## config.mk

```make
export PLATFORM = sky130hd
export DESIGN_NAME = serial_subtractor
export DESIGN_NICKNAME = d
export VERILOG_FILES = /design/src/rtl/sub_pkg.sv /design/src/rtl/fs_bit_cell.sv /design/src/rtl/serial_subtractor.sv
export SDC_FILE = /design/constraint.sdc
export NUM_CORES = 1
export LEC_CHECK = 0
export CORE_MARGIN = 1
export CORE_UTILIZATION = 53
export CTS_BUF_LIST = sky130_fd_sc_hd__clkbuf_4
export DETAILED_ROUTE_END_ITERATION = 10
export GPL_ROUTABILITY_DRIVEN = 0
export PLACE_DENSITY = 0.93
export SYNTH_ARGS = -nofsm -noshare
export SYNTH_HDL_FRONTEND = slang
export SYNTH_SLANG_ARGS = --single-unit
```

## constraint.sdc

```tcl
create_clock -name clk -period 1.5 [get_ports clk]
set_input_delay 0.225 -clock clk [delete_from_list [all_inputs] [get_ports clk]]
set_output_delay 0.225 -clock clk [all_outputs]
set_load 0.1 [all_outputs]
```

## src/rtl/sub_pkg.sv

```systemverilog
// rtl/sub_pkg.sv - shared types and constants for the bit-serial subtractor
//
// Contents:
//   state_t    FSM encoding (IDLE, RUN, DONE)
//   DEF_WIDTH  default operand width
//   cnt_w_of   bit-counter width for a given operand width (WIDTH >= 2)
//   CNT_W      bit-counter width for the default operand width
package sub_pkg;

    typedef enum logic [1:0] {
        IDLE = 2'd0,
        RUN  = 2'd1,
        DONE = 2'd2
    } state_t;

    localparam int DEF_WIDTH = 8;

    function automatic int cnt_w_of(input int w);
        return $clog2(w);
    endfunction

    localparam int CNT_W = cnt_w_of(DEF_WIDTH);

endpackage

```

## src/rtl/fs_bit_cell.sv

```systemverilog
// rtl/fs_bit_cell.sv - single-bit combinational full-subtractor cell
//
// Ports:
//   a   in   minuend bit
//   b   in   subtrahend bit
//   c   in   borrow into this bit
//   d   out  difference bit, a - b - c
//   bo  out  borrow out of this bit
module fs_bit_cell (
    input  logic a,
    input  logic b,
    input  logic c,
    output logic d,
    output logic bo
);

    assign d  = a ^ b ^ c;
    assign bo = (~a & b) | (~(a ^ b) & c);

endmodule

```

## src/rtl/serial_subtractor.sv

```systemverilog
// rtl/serial_subtractor.sv - bit-serial a - b - bin subtractor, LSB first, valid/ready on both sides
//
// Ports:
//   clk        in   rising-edge clock
//   rst        in   synchronous active-high reset
//   in_valid   in   operand set a/b/bin valid
//   in_ready   out  block can accept operands (IDLE only)
//   a          in   minuend
//   b          in   subtrahend
//   bin        in   borrow into bit 0
//   out_valid  out  diff/bout/ovf valid (DONE only)
//   out_ready  in   consumer takes the result
//   diff       out  a - b - bin modulo 2^WIDTH
//   bout       out  borrow out of the MSB
//   ovf        out  signed overflow
module serial_subtractor
    import sub_pkg::*;
#(
    parameter int WIDTH = DEF_WIDTH
) (
    input  logic             clk,
    input  logic             rst,
    input  logic             in_valid,
    output logic             in_ready,
    input  logic [WIDTH-1:0] a,
    input  logic [WIDTH-1:0] b,
    input  logic             bin,
    output logic             out_valid,
    input  logic             out_ready,
    output logic [WIDTH-1:0] diff,
    output logic             bout,
    output logic             ovf
);

    localparam int CW = (WIDTH == DEF_WIDTH) ? CNT_W : cnt_w_of(WIDTH);
    localparam logic [CW-1:0] LAST_BIT = CW'(WIDTH - 1);
    localparam logic [CW-1:0] MSB_PREV = CW'(WIDTH - 2);

    state_t           state;
    state_t           state_n;
    logic [CW-1:0]    cnt;
    logic [WIDTH-1:0] a_sh;
    logic [WIDTH-1:0] b_sh;
    logic [WIDTH-1:0] diff_sh;
    logic             borrow_q;
    logic             msb_bin;
    logic [WIDTH-1:0] diff_hold;
    logic             bout_hold;
    logic             ovf_hold;
    logic             cell_d;
    logic             cell_bo;

    fs_bit_cell u_cell (
        .a  (a_sh[0]),
        .b  (b_sh[0]),
        .c  (borrow_q),
        .d  (cell_d),
        .bo (cell_bo)
    );

    always_comb begin
        state_n   = state;
        in_ready  = 1'b0;
        out_valid = 1'b0;
        case (state)
            IDLE: begin
                in_ready = 1'b1;
                if (in_valid) state_n = RUN;
            end
            RUN: begin
                if (cnt == LAST_BIT) state_n = DONE;
            end
            DONE: begin
                out_valid = 1'b1;
                if (out_ready) state_n = IDLE;
            end
            default: state_n = IDLE;
        endcase
    end

    always_ff @(posedge clk) begin
        if (rst) begin
            state     <= IDLE;
            cnt       <= '0;
            a_sh      <= '0;
            b_sh      <= '0;
            diff_sh   <= '0;
            borrow_q  <= 1'b0;
            msb_bin   <= 1'b0;
            diff_hold <= '0;
            bout_hold <= 1'b0;
            ovf_hold  <= 1'b0;
        end else begin
            state <= state_n;
            case (state)
                IDLE: begin
                    if (in_valid) begin
                        a_sh     <= a;
                        b_sh     <= b;
                        borrow_q <= bin;
                        cnt      <= '0;
                    end
                end
                RUN: begin
                    a_sh     <= a_sh >> 1;
                    b_sh     <= b_sh >> 1;
                    diff_sh  <= {cell_d, diff_sh[WIDTH-1:1]};
                    borrow_q <= cell_bo;
                    // Borrow out of bit WIDTH-2 is the borrow into the MSB.
                    if (cnt == MSB_PREV) msb_bin <= cell_bo;
                    if (cnt == LAST_BIT) cnt <= '0;
                    else                 cnt <= cnt + 1'b1;
                end
                DONE: begin
                    // Shadow copies keep the result visible after the handshake.
                    diff_hold <= diff_sh;
                    bout_hold <= borrow_q;
                    ovf_hold  <= msb_bin ^ borrow_q;
                end
                default: ;
            endcase
        end
    end

    // Outputs depend only on registers, never on in_valid/out_ready.
    always_comb begin
        if (state == DONE) begin
            diff = diff_sh;
            bout = borrow_q;
            ovf  = msb_bin ^ borrow_q;
        end else begin
            diff = diff_hold;
            bout = bout_hold;
            ovf  = ovf_hold;
        end
    end

endmodule

```

==> run_1/wires.png <==
Drawn at 6 px/um.
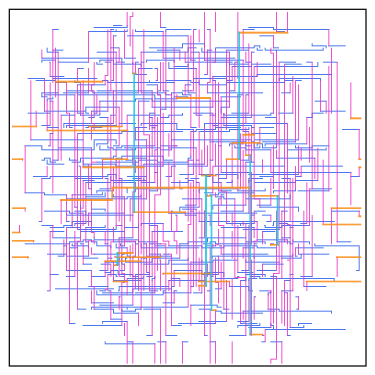
- orange: metal 3 (wire length 192 um)
- cyan: metal 4 (wire length 122 um)
- magenta: metal 2 (wire length 2270 um)
- blue: metal 1 (wire length 1880 um)

==> run_1/io_placement.png <==
Drawn at 4 px/um. Pins as bars across the die edge, other pins in grey.
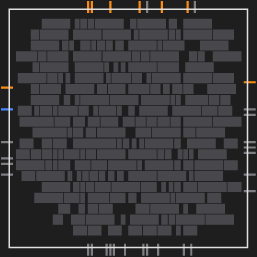
- orange: diff (pins 8; direction output; edge 6 top, 1 right, 1 left)
- blue: out_ready (pins 1; direction input; edge left)

==> flow_metrics.py, run 1 <==
# Auto-generated metrics
metrics = {
    "outcome": {
        "outcome": "complete, but fails checks",
        "violations": "setup timing",
    },
    "drt": {
        "via_per_inst": 5.583,
        "wl_met1_um": 1880,
        "drc": 0,
        "dr_wl_met3_um": 192,
        "wl_um": 4459,
        "wl_met2_um": 2265,
        "drtPass1Iterations": 4,
        "vias": 1485,
        "wl_per_cell_um": 16.76,
        "drt_iter0_drc": 57,
    },
    "critical_path": {
        "arrival_ns": 1.46,
        "end_kind": "output pin",
        "reg2reg_to": "a_sh[5]$_SDFFE_PP0P_",
        "r2r_slack_ns": 0.05,
        "required_ns": 1.27,
        "worst_r2r_path_depth": 4,
        "slowest_stage": "dfxtp_4",
        "r2r-start": "state[1]$_SDFFE_PP0P_",
    },
    "yosys": {
        "aoi_share_pct": 21.07,
        "mux_share_pct": 7.937,
        "postSynth.asyncResetShare_pct": 0,
        "yosys_most_used_dff": "dfxtp_1",
        "yosys.area.top_type_share_pct": 47.33,
        "fp_nets": 203,
        "syn_area_mm2": 0.001734,
    },
    "hold_path": {
        "min_path_cells": 2,
        "hp-start": "a_sh[7]$_SDFFE_PP0P_",
        "whs_endpoint": "a_sh[7]$_SDFFE_PP0P_",
    },
    "floorplanning": {
        "coreArea_mm2": 0.003078,
        "ios": 33,
        "die_x_um": 59.20,
        "fp_util_pct": 56.34,
    },
    "power": {
        "swShare_pct": 25.78,
        "p_comb_uw": 327,
        "internal_power_mw": 1.647,
        "clkPwrFrac_pct": 32.2,
        "clk-power_uw": 715,
        "p_per_area_mw_per_mm2": 882.3,
        "vdd_drop_max_mv": 0.7930,
        "p_leak_nw": 1.003,
    },
    "grt": {
        "gr-total-overflow": 0,
        "grt-busiest-layer": "met2",
        "grt_pass1_vias": 1468,
        "grt_pass1_wl_um": 6969,
        "grtUsageMet2_pct": 47.51,
    },
    "cells_and_area": {
        "largest_class": "logic gates",
        "nClkBuffers": 5,
        "logic_area_um2": 912.1,
        "fin_cells": 266,
        "drive_gt1_share_pct": 30.18,
        "buffers": 46,
        "n_antenna_cell": 0,
    },
    "sta": {
        "setup_slack_ns": -0.1855,
        "setup_viol": 11,
        "fin_crit_ns": 1.685,
        "hold_viol": 0,
        "fmax_mhz": 593.3,
        "relSlewSlack_pct": 66.71,
    },
    "job": {
        "max_cap_viol_count": 0,
        "log.warning_count": 30,
    },
    "placed_design": {
        "dp_cells": 250,
        "preCtsSetupSlack_ns": -0.3164,
        "io_buffers": 32,
    },
    "clock_network": {
        "cts_num_sinks": 41,
        "insertion_delay_ns": 0.35,
        "cts_resized": 7,
        "tritoncts": "done",
        "cts_setup_buffers": 4,
        "cts_root_buf": "clkbuf_4",
    },
}
==> run_1/flops_by_reg.png <==
Drawn at 4 px/um. Other sequential cells in the stronger grey, the rest of the logic in the fainter grey.
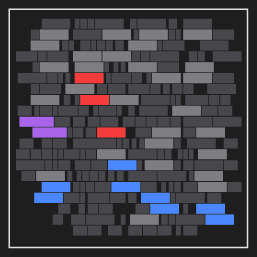
- red: cnt (flops 3)
- blue: b_sh (flops 8)
- purple: state (flops 2)
- not coloured: 28
FF/Latch Area: 828.3 um2
fin util: 81.71%
power of the sequential group: 1.18 mW
flop share of the area: 32.94%

==> run_1/congestion.png <==
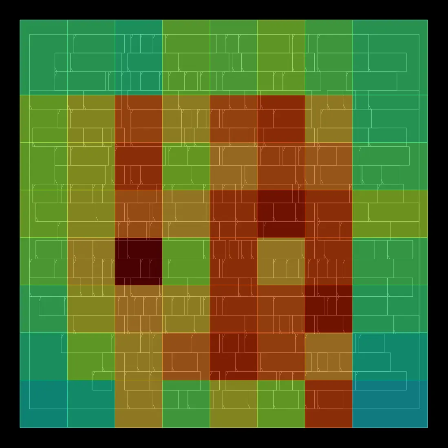

## Run 2: what changed since run 1
--- a/config.mk
+++ b/config.mk
@@ -13,4 +13,5 @@
 export PLACE_DENSITY = 0.93
 export SYNTH_ARGS = -nofsm -noshare
 export SYNTH_HDL_FRONTEND = slang
+export SYNTH_HIERARCHICAL = 1
 export SYNTH_SLANG_ARGS = --single-unit
==> run_2/congestion.png <==
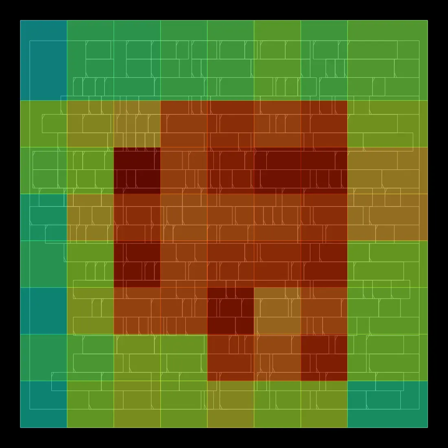
fin util: 83.04%
met2 Use GR: 45.68%

==> run_2/wires.png <==
Drawn at 6 px/um.
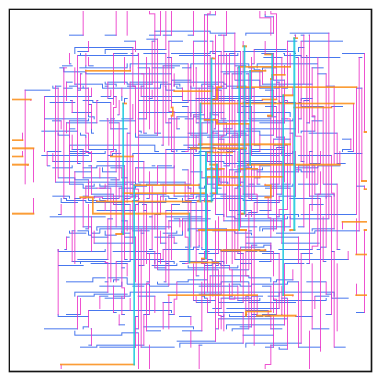
- cyan: metal 4 (wire length 269 um)
- magenta: metal 2 (wire length 2580 um)
- blue: metal 1 (wire length 1930 um)
- orange: metal 3 (wire length 326 um)

==> flow_metrics.py, run 2 <==
# Auto-generated metrics
metrics = {
    "sta": {
        "fmax_mhz": 567.5,
        "hold_viol": 0,
        "relSlewSlack_pct": 66.18,
        "setup_slack_ns": -0.2621,
        "fin_crit_ns": 1.762,
        "setup_viol": 11,
    },
    "placed_design": {
        "preCtsSetupSlack_ns": -0.2855,
        "dp_cells": 254,
    },
    "power": {
        "vdd_drop_max_mv": 0.5601,
        "clkPwrFrac_pct": 25.5,
        "internal_power_mw": 1.477,
        "p_comb_uw": 354,
        "clk-power_uw": 526,
        "seq_cell_power_mw": 1.18,
        "swShare_pct": 28.32,
        "p_per_area_mw_per_mm2": 793.2,
        "p_leak_nw": 1.057,
        "p_comb_share_pct": 17.2,
    },
    "drt": {
        "drtPass1Iterations": 4,
        "wl_per_cell_um": 18.77,
        "wl_um": 5106,
        "drc": 0,
        "dr_wl_met3_um": 326,
        "wl_met1_um": 1929,
        "drt_iter0_drc": 113,
        "vias": 1581,
        "via_per_inst": 5.813,
        "drtAntennaViolNets": 0,
    },
    "cells_and_area": {
        "design_area_mm2": 0.002597,
        "buffers": 51,
        "n_antenna_cell": 0,
        "logic_area_um2": 959.7,
        "largest_class": "logic gates",
        "seq_area_um2": 830.8,
        "drive_gt1_share_pct": 36.40,
        "fin_cells": 272,
        "nClkBuffers": 5,
        "clk_share_pct": 1.927,
        "sh_seq_area_pct": 31.98,
    },
    "clock_network": {
        "cts_resized": 10,
        "numCtsBuffers": 5,
        "cts_setup_buffers": 4,
        "tritoncts": "done",
        "insertion_delay_ns": 0.37,
        "cts_root_buf": "clkbuf_4",
        "cts_num_sinks": 41,
    },
    "critical_path": {
        "slowest_stage": "dfxtp_4",
        "crit_chain": "nand2b_4 > buf_12 > mux2_4 > buf_12",
        "end_kind": "output pin",
        "cp_top_family": "flip-flops",
        "r2r-start": "borrow_q$_SDFFE_PP0P_",
        "reg2reg_to": "msb_bin$_SDFFE_PP0P_",
        "r2r_slack_ns": 0.05,
        "arrival_ns": 1.54,
        "required_ns": 1.27,
        "worst_r2r_path_depth": 6,
        "path_depth": 4,
    },
    "floorplanning": {
        "fp_util_pct": 57.24,
        "ios": 33,
        "die_x_um": 60.12,
        "coreArea_mm2": 0.003128,
    },
    "grt": {
        "grt_use_met1_pct": 30.96,
        "grt-busiest-layer": "met2",
        "gr-total-overflow": 0,
    },
    "yosys": {
        "ys_warn_count": 6,
        "aoi_share_pct": 20.34,
        "fp_nets": 205,
        "mux_share_pct": 7.687,
        "yosys.area.top_type_share_pct": 45.84,
        "yosys_most_used_dff": "dfxtp_1",
        "syn_area_mm2": 0.001790,
        "postSynth.asyncResetShare_pct": 0,
    },
    "hold_path": {
        "min_path_cells": 2,
        "whs_endpoint": "a_sh[7]$_SDFFE_PP0P_",
        "hp-start": "rst",
    },
    "job": {
        "max_cap_viol_count": 0,
        "log.warning_count": 30,
    },
    "outcome": {
        "violations": "setup timing",
        "outcome": "complete, but fails checks",
    },
}
Power figures rest on the tool's default switching activity, not on a simulated workload.
